==> run_1/m1.png <==
The bar under the picture is 20 um long. Supply wires on this layer in grey.
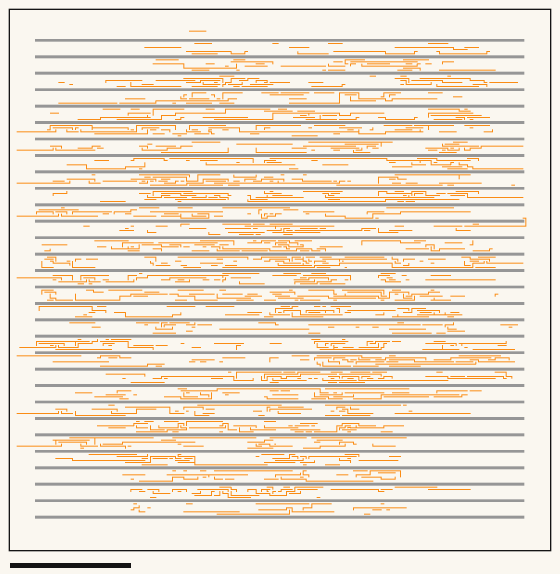
==> run_1/m2.png <==
The bar under the picture is 20 um long.
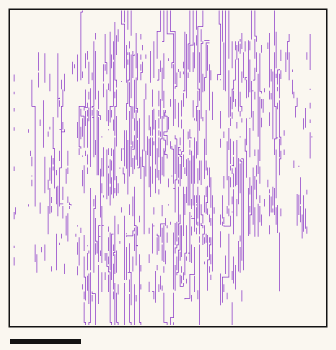
==> run_1/m3.png <==
Cells faint in the background.
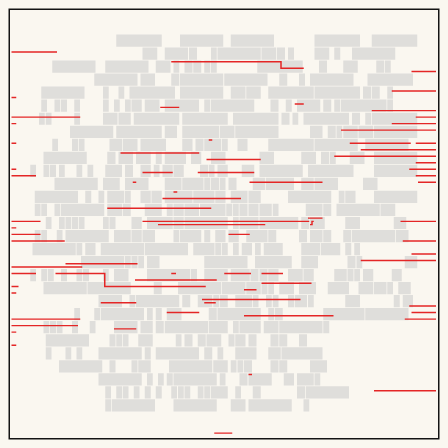
### config.mk
export PLATFORM = sky130hd
export DESIGN_NAME = dsp_fe_lane_seq
export DESIGN_NICKNAME = d
export VERILOG_FILES = /design/src/rtl/dsp_fe_lane_seq_pkg.sv /design/src/rtl/dsp_fe_seq_timer.sv /design/src/rtl/dsp_fe_lane_seq.sv
export SDC_FILE = /design/constraint.sdc
export NUM_CORES = 1
export LEC_CHECK = 0
export ABC_CLOCK_PERIOD_IN_PS = 8300
export CORE_MARGIN = 4
export CORE_UTILIZATION = 59
export CTS_CLUSTER_DIAMETER = 200
export CTS_CLUSTER_SIZE = 24
export DETAILED_ROUTE_END_ITERATION = 10
export DONT_BUFFER_PORTS = 1
export PLACE_DENSITY = 0.81
export SLEW_MARGIN = 5
export SYNTH_ARGS = -nofsm -noshare
export SYNTH_HDL_FRONTEND = slang
export SYNTH_SLANG_ARGS = --single-unit
### constraint.sdc
create_clock -name i_clk -period 8.3 [get_ports i_clk]
set_input_delay 1.66 -clock i_clk [delete_from_list [all_inputs] [get_ports i_clk]]
set_output_delay 1.66 -clock i_clk [all_outputs]
set_load 0.1 [all_outputs]
### src/rtl/dsp_fe_lane_seq_pkg.sv
// Shared frontend definitions: sequencer state encoding, default widths and
// the physical lane order also walked by the scan snake-chain.
package dsp_fe_lane_seq_pkg;

  localparam int LANE_WIDTH_DEF = 16;
  localparam int HOLD_W_DEF     = 8;
  localparam int STAG_W_DEF     = 4;
  localparam int FLUSH_W_DEF    = 6;
  localparam int LANE_IDX_W     = $clog2(LANE_WIDTH_DEF);

  typedef enum logic [2:0] {
    ST_IDLE       = 3'd0,
    ST_ASSERT_RST = 3'd1,
    ST_RELEASE    = 3'd2,
    ST_FLUSH      = 3'd3,
    ST_RUN        = 3'd4
  } dsp_fe_seq_state_e;

  // Bottom-to-top physical placement of the lanes, indexed by release slot.
  localparam logic [LANE_IDX_W-1:0] LANE_PHYSICAL_ORDER [LANE_WIDTH_DEF] = '{
    4'd0,  4'd8,  4'd1,  4'd9,  4'd3,  4'd11, 4'd4,  4'd12,
    4'd5,  4'd13, 4'd6,  4'd14, 4'd7,  4'd15, 4'd10, 4'd2
  };

  function automatic logic seq_is_busy(input dsp_fe_seq_state_e s);
    return (s == ST_ASSERT_RST) || (s == ST_RELEASE) || (s == ST_FLUSH);
  endfunction

endpackage

### src/rtl/dsp_fe_seq_timer.sv
// Loadable down-counter shared by the hold, stagger and flush intervals;
// it parks at zero instead of wrapping.
module dsp_fe_seq_timer #(
  parameter int W = 8
) (
  input  logic         i_clk,
  input  logic         i_rstb,
  input  logic         i_load,
  input  logic [W-1:0] i_value,
  output logic         o_expire
);

  logic [W-1:0] r_count;

  // NOTE: sequential state is written with <= only, so every register in the
  // design sees the pre-edge values of the others regardless of block order.
  always_ff @(posedge i_clk or negedge i_rstb) begin
    if (!i_rstb) begin
      r_count <= '0;
    end else if (i_load) begin
      r_count <= i_value;
    end else if (r_count != '0) begin
      r_count <= r_count - 1'b1;
    end
  end

  assign o_expire = (r_count == '0);

endmodule

### src/rtl/dsp_fe_lane_seq.sv
// Frontend lane bring-up sequencer: holds all lane glue in reset, releases the
// lanes one slot at a time in physical order, then waits for the pipe to fill.
module dsp_fe_lane_seq
  import dsp_fe_lane_seq_pkg::*;
#(
  parameter int LANE_WIDTH = LANE_WIDTH_DEF,
  parameter int HOLD_W     = HOLD_W_DEF,
  parameter int STAG_W     = STAG_W_DEF,
  parameter int FLUSH_W    = FLUSH_W_DEF
) (
  input  logic                  i_clk,
  input  logic                  i_rstb,
  input  logic                  i_start,
  input  logic                  i_abort,
  input  logic [LANE_WIDTH-1:0] i_lane_mask,
  input  logic [HOLD_W-1:0]     i_hold_cycles,
  input  logic [STAG_W-1:0]     i_stagger_cycles,
  input  logic [FLUSH_W-1:0]    i_flush_cycles,
  output logic [LANE_WIDTH-1:0] o_rst_glue,
  output logic [LANE_WIDTH-1:0] o_en_glue,
  output logic                  o_busy,
  output logic                  o_done,
  output logic [2:0]            o_state
);

  localparam int TMR_W = (HOLD_W > STAG_W) ?
                         ((HOLD_W > FLUSH_W) ? HOLD_W : FLUSH_W) :
                         ((STAG_W > FLUSH_W) ? STAG_W : FLUSH_W);
  localparam logic [LANE_IDX_W-1:0] LAST_SLOT = LANE_IDX_W'(LANE_WIDTH - 1);

  dsp_fe_seq_state_e       r_state;
  dsp_fe_seq_state_e       w_state_nxt;
  logic [LANE_IDX_W-1:0]   r_idx;
  logic [LANE_IDX_W-1:0]   w_slot_idx;
  logic [LANE_IDX_W-1:0]   w_lane;
  logic                    w_slot_entry;
  logic                    w_start_seq;
  logic                    w_load;
  logic [TMR_W-1:0]        w_load_val;
  logic                    w_expire;
  logic [LANE_WIDTH-1:0]   r_mask;
  logic [STAG_W-1:0]       r_stag;
  logic [FLUSH_W-1:0]      r_flush;
  logic [LANE_WIDTH-1:0]   r_rst_glue;
  logic [LANE_WIDTH-1:0]   r_en_glue;

  dsp_fe_seq_timer #(.W(TMR_W)) u_timer (
    .i_clk    (i_clk),
    .i_rstb   (i_rstb),
    .i_load   (w_load),
    .i_value  (w_load_val),
    .o_expire (w_expire)
  );

  // NOTE: every signal driven here gets a default first, so no path through
  // the case statement can leave one unassigned and infer a latch.
  always_comb begin
    w_state_nxt  = r_state;
    w_load       = 1'b0;
    w_load_val   = '0;
    w_slot_entry = 1'b0;
    w_slot_idx   = r_idx;
    w_start_seq  = 1'b0;
    unique case (r_state)
      ST_IDLE: begin
        if (i_start && !i_abort) begin
          w_state_nxt = ST_ASSERT_RST;
          w_load      = 1'b1;
          w_load_val  = TMR_W'(i_hold_cycles);
          w_start_seq = 1'b1;
        end
      end
      ST_ASSERT_RST: begin
        if (i_abort) begin
          w_state_nxt = ST_IDLE;
        end else if (w_expire) begin
          w_state_nxt  = ST_RELEASE;
          w_load       = 1'b1;
          w_load_val   = TMR_W'(r_stag);
          w_slot_entry = 1'b1;
          w_slot_idx   = '0;
        end
      end
      ST_RELEASE: begin
        if (i_abort) begin
          w_state_nxt = ST_IDLE;
        end else if (w_expire) begin
          w_load = 1'b1;
          if (r_idx == LAST_SLOT) begin
            w_state_nxt = ST_FLUSH;
            w_load_val  = TMR_W'(r_flush);
          end else begin
            w_load_val   = TMR_W'(r_stag);
            w_slot_entry = 1'b1;
            w_slot_idx   = r_idx + 1'b1;
          end
        end
      end
      ST_FLUSH: begin
        if (i_abort) begin
          w_state_nxt = ST_IDLE;
        end else if (w_expire) begin
          w_state_nxt = ST_RUN;
        end
      end
      ST_RUN: begin
        if (i_abort) begin
          w_state_nxt = ST_IDLE;
        end else if (i_start) begin
          w_state_nxt = ST_ASSERT_RST;
          w_load      = 1'b1;
          w_load_val  = TMR_W'(i_hold_cycles);
          w_start_seq = 1'b1;
        end
      end
      default: w_state_nxt = ST_IDLE;
    endcase
  end

  assign w_lane = LANE_PHYSICAL_ORDER[w_slot_idx];

  // The hold count goes straight into the timer on the start edge, so that
  // load is its latched copy; only mask, stagger and flush need registers.
  always_ff @(posedge i_clk or negedge i_rstb) begin
    if (!i_rstb) begin
      r_state <= ST_IDLE;
      r_idx   <= '0;
      r_mask  <= '0;
      r_stag  <= '0;
      r_flush <= '0;
    end else begin
      r_state <= w_state_nxt;
      if (w_slot_entry) begin
        r_idx <= w_slot_idx;
      end
      if (w_start_seq) begin
        r_mask  <= i_lane_mask;
        r_stag  <= i_stagger_cycles;
        r_flush <= i_flush_cycles;
      end
    end
  end

  always_ff @(posedge i_clk or negedge i_rstb) begin
    if (!i_rstb) begin
      r_rst_glue <= '1;
      r_en_glue  <= '0;
    end else if ((w_state_nxt == ST_IDLE) || (w_state_nxt == ST_ASSERT_RST)) begin
      r_rst_glue <= '1;
      r_en_glue  <= '0;
    end else if (w_slot_entry && r_mask[w_lane]) begin
      r_rst_glue[w_lane] <= 1'b0;
      r_en_glue[w_lane]  <= 1'b1;
    end
  end

  assign o_rst_glue = r_rst_glue;
  assign o_en_glue  = r_en_glue;
  assign o_state    = r_state;
  assign o_busy     = seq_is_busy(r_state);
  assign o_done     = (r_state == ST_RUN);

endmodule

==> flow_metrics.env, run 1 <==
# flow metrics
export IMPL_clk_share=0.0443
export IMPL_placed_cells=471
export IMPL_synth_seq_share=0.473
export IMPL_clockRootBuffer="clkbuf_8"
export IMPL_drive_gt1_frac=0.149
export IMPL_setup_violations=0
export IMPL_powerDensity_nw_per_um2=202
export IMPL_crit_top_cell="nor2_1"
export IMPL_drc=0
export IMPL_netlist_instances=408
export IMPL_dr_wl_met3_um=642
export IMPL_synth_flops=73
export IMPL_synth_area_yosys_um2=3900
export IMPL_detail_route_antenna_nets=0
export IMPL_routabilityCongestion=0.927
export IMPL_cts_resized_gates=0
export IMPL_start_kind="input pin"
export IMPL_hp_start="r_flush[2]"
export IMPL_cts_setup_buffers=0
export IMPL_fillers=564
export IMPL_fin_crit_sh=0.555
export IMPL_relSlewSlack=0.295
export IMPL_die_w_um=89.3
export IMPL_seq_area_um2=1850
export IMPL_arrival_ns=4.91
export IMPL_ys_warn_count=0
export IMPL_port_buffers=0
export IMPL_edf_count=0
export IMPL_final_nets=450
export IMPL_finalPower_w=0.000830
export IMPL_min_to="u_timer.r_count[2]"
export IMPL_worst_path_buf_inv=0
export IMPL_grt_pass1_wl_um=14400
export IMPL_core_um2=6390
export IMPL_p_seq_frac=0.524
export IMPL_path_clk_slew_ns=0.09
export IMPL_floorplan_nets=453
export IMPL_r2r_slack_ns=3.76
export IMPL_outcome="finished clean"
export IMPL_fin_crit_ns=4.61
export IMPL_r2r_start="u_timer.r_count[1]"
export IMPL_syn_cell_area_um2=3900
export IMPL_cts_tree="done"
export IMPL_drtIter0Drc=272
export IMPL_clk_power_w=0.000267
export IMPL_switchingPower_w=0.000265
export IMPL_ir_drop_mv=0.132
export IMPL_area_growth_pct=5.54
export IMPL_comb_area_frac=0.463
export IMPL_clockBufferDepth=2
export IMPL_synth_top_area_share=0.365
export IMPL_yosysUniqueCellTypes=70
export IMPL_leakage_nw=1.77
export IMPL_logic_gates=306
export IMPL_cts_buffers=9
export IMPL_synth_async_sr_flop_share=1.00
export IMPL_switching_share=0.319
export IMPL_clock_latency_ns=0.36
export IMPL_wl_met1_um=3910
export IMPL_clockPowerShare=0.322
export IMPL_critPathKind="input pin to register"
export IMPL_logic_area_um2=1910
export IMPL_rows=29
export IMPL_yosys_top_cells_count="nand2_1, dfrtp_1, nor2_1"
export IMPL_flop_count=73
export IMPL_pin_count=75
export IMPL_post_synth_top_count_cell="nand2_1"
export IMPL_diodes=0
export IMPL_placed_area_um2=3940
export IMPL_maxPowerGroup="registers"
export IMPL_die_y_um=89.3
export IMPL_dr_wl_met2_um=3970
export IMPL_powerComb_w=0.000129
export IMPL_holdBufCountCts=0
export IMPL_r2r_cells=14
export IMPL_grt_pass1_vias=2994
export IMPL_critPathTopFamily="simple AND/OR/NAND/NOR gates"
export IMPL_fmax_ghz=0.217
export IMPL_grt_busiest_layer="met2"
export IMPL_cp_startpoint="i_abort"
export IMPL_internal_power_w=0.000565
export IMPL_overflow=0
export IMPL_ys_cells=408
export IMPL_synth_area_leader_cell="dfrtp_1"
export IMPL_seq_share=0.448
export IMPL_antenna_found_initial=0
export IMPL_die_area_um2=7980
export IMPL_clock_skew_ns=0.0128
export IMPL_grt_start_max_net_pins=74
export IMPL_yosys_top_cells_area="dfrtp_1, dfstp_2, nand2_1, nor2_1, a21oi_1"
export IMPL_p_seq_w=0.000435
export IMPL_final_instance_count_excl_fill=487
export IMPL_warnings=30
export IMPL_finalHoldViolations=0
export IMPL_rsz0062_at_grt="false"
export IMPL_dr_pass1_iters=5
export IMPL_crit_slowest_cell="or4b_1"
export IMPL_design_area_um2=4120
export IMPL_worst_path_stages=11
export IMPL_hp_class="register to register"
export IMPL_finalSetupTns_ns=0
export IMPL_fp_util=0.611
export IMPL_rr_endpoint="o_rst_glue[2]"
export IMPL_whs_path_depth=2
export IMPL_drv_cap=0
export IMPL_cp_end_kind="register"
export IMPL_path_cells="or4b_1 -> nor2_1 -> nor2_1 -> ha_1 -> nor2_1 -> nor2b_1 -> a211oi_1 -> mux2i_1 -> a32oi_2 -> or3_1 -> o22a_1"
export IMPL_crit_end="o_rst_glue[2]"
export IMPL_final_nonclk_buf_share=0.00911
export IMPL_tap_cells=77
export IMPL_inv_count=10
Back to the opening pictures, m1.png:
longest straight run: 22.8 um
share of all routed wire: 45%
wire length on this layer: 3,910 um
nets with wire on the layer: 402
met1 Use GR: 0.322
Post-Route WL: 8730 um

Back to the opening pictures, m2.png:
share of all routed wire: 45%
nets with wire on the layer: 360
main direction: vertical
via count: 3,008
Global Route met2 Usage: 0.352

Back to the opening pictures, m3.png:
main direction: horizontal
share of all routed wire: 7.4%
wire length on this layer: 642 um
met3 Usage GRT: 0.0673

run 1: metrics by stage:
step | util | setup slack (ns) | hold WS (ns)
CTS | 0.645 | 3.70 | 0.482
detailed placement | 0.617 | 3.33 | 0.462
global route | 0.645 | 3.44 | 0.502
finish | 0.645 | 3.69 | 0.478
global placement | 0.617 | 3.56 | 0.459
floorplan | - | 3.64 | 0.439
run 1: cells in the final DEF, fill, tap and decap left out, drive strengths merged, types with 3 or more instances in the layout:
cell | synthesis | layout
and2 | 3 | 3
nor3 | 9 | 9
o22ai | 7 | 7
nor2 | 38 | 38
mux2i | 8 | 8
nand3 | 6 | 6
a22o | 12 | 12
dfrtp | 57 | 57
nand2 | 100 | 100
dfstp | 16 | 16
a21oi | 21 | 21
o211ai | 3 | 3
inv | 9 | 14
clkbuf | 8 | 9
o21ai | 18 | 18
buf | 11 | 5
a221oi | 4 | 4
or4b | 4 | 4
a2bb2oi | 4 | 4
a32oi | 4 | 4
nor4 | 3 | 3
ha | 7 | 7
nor2b | 5 | 5
o22a | 6 | 6
a21o | 3 | 3
run 1: logic make-up after synthesis:
kind of cell / Yosys count / share of synthesized area
xor+xnor: 4 / 0.00898
mux: 8 / 0.0237
fa+ha+maj: 7 / 0.0224
buf+inv: 29 / 0.0407
simple gates: 185 / 0.229
compound gates: 102 / 0.202
flops: 73 / 0.473
run 1: worst register-to-register path: cells and delay by family (launching register included):
| kind | cells | cell delay [ns] |
|---|---|---|
| compound gates | 4 | 1.25 |
| flops | 1 | 0.39 |
| simple gates | 6 | 2.10 |
| mux | 1 | 0.13 |
| buf+inv | 1 | 0.12 |
| fa+ha+maj | 2 | 0.49 |
==> run_1/m4.png <==
The bar under the picture is 20 um long. Supply wires on this layer in grey.
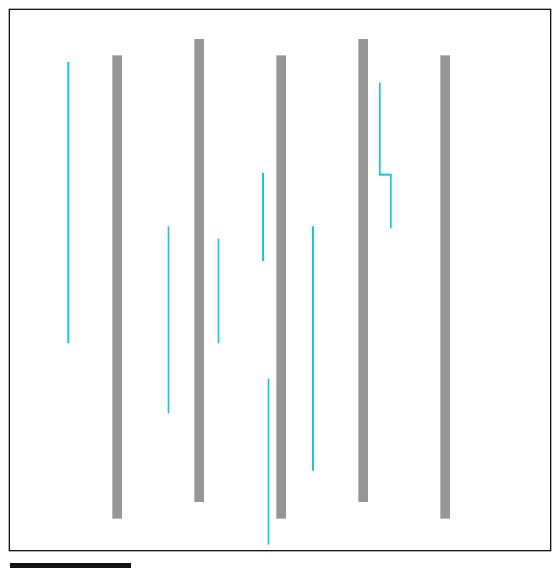

--- run 2 (diff from run 1) ---
Settings changed: ABC_CLOCK_PERIOD_IN_PS 8300 to 3950, CORE_UTILIZATION 59 to 57.
Clock period 8.3 ns to 3.95 ns, I/O delays scaled along.
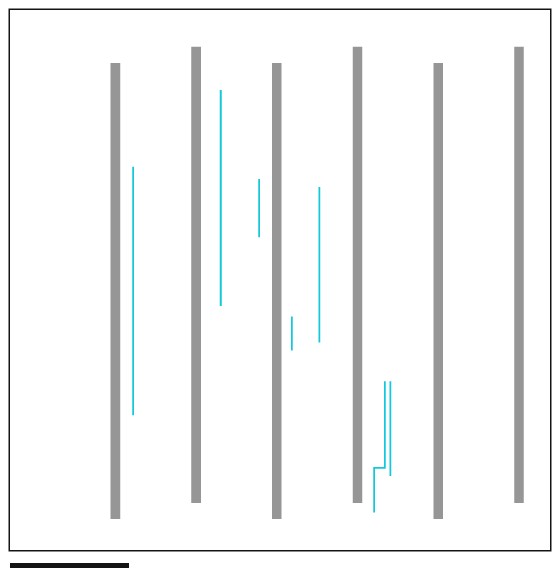
(run_2/m4.png)
The bar under the picture is 20 um long. Supply wires on this layer in grey.
wire length on this layer: 158 um
longest straight run: 41.5 um
main direction: vertical
nets with wire on the layer: 6
share of all routed wire: 1.8%
Post-Route WL: 8750 um
via count: 3,072

==> flow_metrics.env, run 2 <==
# flow metrics
export IMPL_outcome="finished clean"
export IMPL_die_w_um=90.8
export IMPL_edf_count=0
export IMPL_finalSetupTns_ns=0
export IMPL_synth_flops=73
export IMPL_die_area_um2=8240
export IMPL_core_um2=6490
export IMPL_die_y_um=90.8
export IMPL_syn_cell_area_um2=3900
export IMPL_yosys_top_cells_area="dfrtp_1, dfstp_2, nand2_1, nor2_1, a21oi_1"
export IMPL_finalPower_w=0.00175
export IMPL_floorplan_nets=453
export IMPL_clock_skew_ns=0.0108
export IMPL_grt_pass1_vias=2984
export IMPL_dr_wl_met3_um=506
export IMPL_drv_slew=0
export IMPL_detail_route_antenna_nets=0
export IMPL_drtIter0Drc=198
export IMPL_warnings=30
export IMPL_cts_buffers=9
export IMPL_cp_max_fo=10
export IMPL_fp_util=0.601
export IMPL_drv_cap=0
export IMPL_fillers=538
export IMPL_worstPathRequired_ns=4.24
export IMPL_critPathKind="register to register"
export IMPL_wl_per_cell_um=17.6
export IMPL_hp_class="input pin to asynchronous set/reset pin"
export IMPL_hpwl_um=6200
export IMPL_dr_pass1_iters=5
export IMPL_worst_path_buf_inv=1
export IMPL_rows=29
export IMPL_h_tree_depth=3
export IMPL_cts_tree="done"
export IMPL_drive_gt1_frac=0.179
export IMPL_area_growth_pct=7.79
export IMPL_fin_crit_ns=3.58
export IMPL_cp_end_kind="register"
export IMPL_vias_per_cell=6.18
export IMPL_yosysUniqueCellTypes=70
export IMPL_powerDensity_nw_per_um2=415
export IMPL_rsz0062_at_grt="false"
export IMPL_avgSynthCellArea_um2=9.57
export IMPL_p_seq_frac=0.528
export IMPL_overflow=0
export IMPL_grt_busiest_layer="met2"
export IMPL_path_cells="ha_1 -> nor3b_1 -> a41oi_1 -> a31o_1 -> nor2_1 -> inv_1 -> ha_1 -> nor2_1 -> a211oi_1 -> mux2i_1 -> a32oi_2 -> nor4_4 -> a22o_1"
export IMPL_clockBufferDepth=2
export IMPL_switching_share=0.316
export IMPL_fin_crit_sh=0.907
export IMPL_crit_slowest_cell="dfrtp_1"
export IMPL_ys_cells=408
export IMPL_pwr_share_comb=0.156
export IMPL_critPathTopFamily="simple AND/OR/NAND/NOR gates"
export IMPL_powerComb_w=0.000272
export IMPL_grt_total_usage=0.218
export IMPL_synth_area_yosys_um2=3900
export IMPL_worst_slew_pin_slew_ns=1.07
export IMPL_relSlewSlack=0.285
export IMPL_final_nets=460
export IMPL_maxPowerGroup="registers"
export IMPL_clockPowerShare=0.316
export IMPL_routabilityCongestion=0.908
export IMPL_grt_use_met1=0.292
export IMPL_slowest_delay_ns=0.53
export IMPL_diodes=0
export IMPL_lay_top_cells="nand2_1, dfrtp_1, nor2_1"
export IMPL_start_kind="register"
export IMPL_netlist_instances=408
export IMPL_synth_area_leader_cell="dfrtp_1"
export IMPL_switchingPower_w=0.000552
export IMPL_synth_top_area_share=0.365
export IMPL_internal_power_w=0.00119
export IMPL_grt_pass1_wl_um=14600
export IMPL_finalHoldViolations=0
export IMPL_antenna_found_initial=0
export IMPL_top_layer="met4"
export IMPL_synthFlopType="dfrtp_1"
export IMPL_pin_count=75
export IMPL_holdBufCountCts=0
export IMPL_drc=0
export IMPL_synth_async_sr_flop_share=1.00
export IMPL_clock_sinks=73
export IMPL_dr_wl_met2_um=4110
export IMPL_arrival_ns=3.87
export IMPL_synth_seq_share=0.473
export IMPL_leakage_nw=1.82
export IMPL_path_clk_slew_ns=0.09
export IMPL_clk_power_w=0.000552
export IMPL_clockRootBuffer="clkbuf_8"
export IMPL_lay_top_count="nand2_1"
export IMPL_post_synth_top_count_cell="nand2_1"
export IMPL_wl_met1_um=3980
export IMPL_p_seq_w=0.000922
export IMPL_ir_drop_mv=0.298
export IMPL_clock_latency_ns=0.35
export IMPL_fmax_ghz=0.279
export IMPL_ys_warn_count=0
export IMPL_grt_start_max_net_pins=74
export IMPL_port_buffers=0
export IMPL_grtUsageMet3=0.0483
export IMPL_setup_violations=0
export IMPL_yosys_top_cells_count="nand2_1, dfrtp_1, nor2_1"
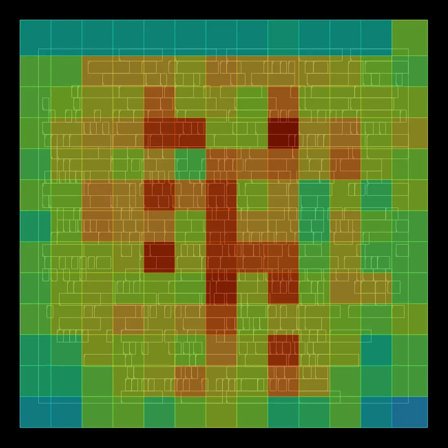
(run_2/congestion_map.png)
Global Route met2 Usage: 0.346
Finished Core Util: 0.648

-- run 2: cell counts after synthesis --
Identical to the previous run, type by type.
-- run 2: path summary, 6_finish.rpt --
check	from	to	slack [ns]	depth (start not counted)
max in group asynchronous	i_rstb	o_rst_glue[6]	3.62	0
max	r_idx[0]	o_en_glue[7]	0.37	13
min in group i_clk	r_flush[3]	r_flush[3]	0.48	2
min reg2reg	r_flush[3]	r_flush[3]	0.48	2
min	i_rstb	o_en_glue[11]	0.12	0
max reg2reg	r_idx[0]	o_en_glue[7]	0.37	13
-- run 2: cell type report --
cell class                      instances  area, um2  share of cell area
Tap cell                               77       96.3              0.0229
Timing Repair Buffer                   15        113              0.0268
Multi-Input combinational cell        306       1910               0.455
Sequential cell                        73       1850               0.439
Inverter                               10       50.0              0.0119
Clock buffer                            9        124              0.0294
Clock inverter                          7       61.3              0.0146
-- run 2: timing repair --
item,in CTS,in global routing
setup endpoints to repair,0,26
buffers inserted,0,2
endpoints found under the hold margin,0,0
resized,0,2
-- run 2: logic make-up after synthesis --
logic type,after synthesis,synth area share
AND-OR/OR-AND,102,0.202
XOR/XNOR,4,0.00898
adder cells (fa/ha/maj),7,0.0224
buffers and inverters,29,0.0407
flip-flops,73,0.473
multiplexers,8,0.0237
AND/OR/NAND/NOR,185,0.229
-- run 2: stage by stage --
step / cells / cell area [um2] / hold slack, ns / worst slack [ns]
3_3_place_gp: 479 / 4000 / 0.455 / 0.275
5_1_grt: 497 / 4210 / 0.105 / 0.0113
6_report: 497 / 4210 / 0.119 / 0.368
3_5_place_dp: 479 / 4000 / 0.463 / 0.153
4_1_cts: 495 / 4190 / 0.111 / 0.134
2_1_floorplan: 408 / 3910 / 0.439 / 0.108
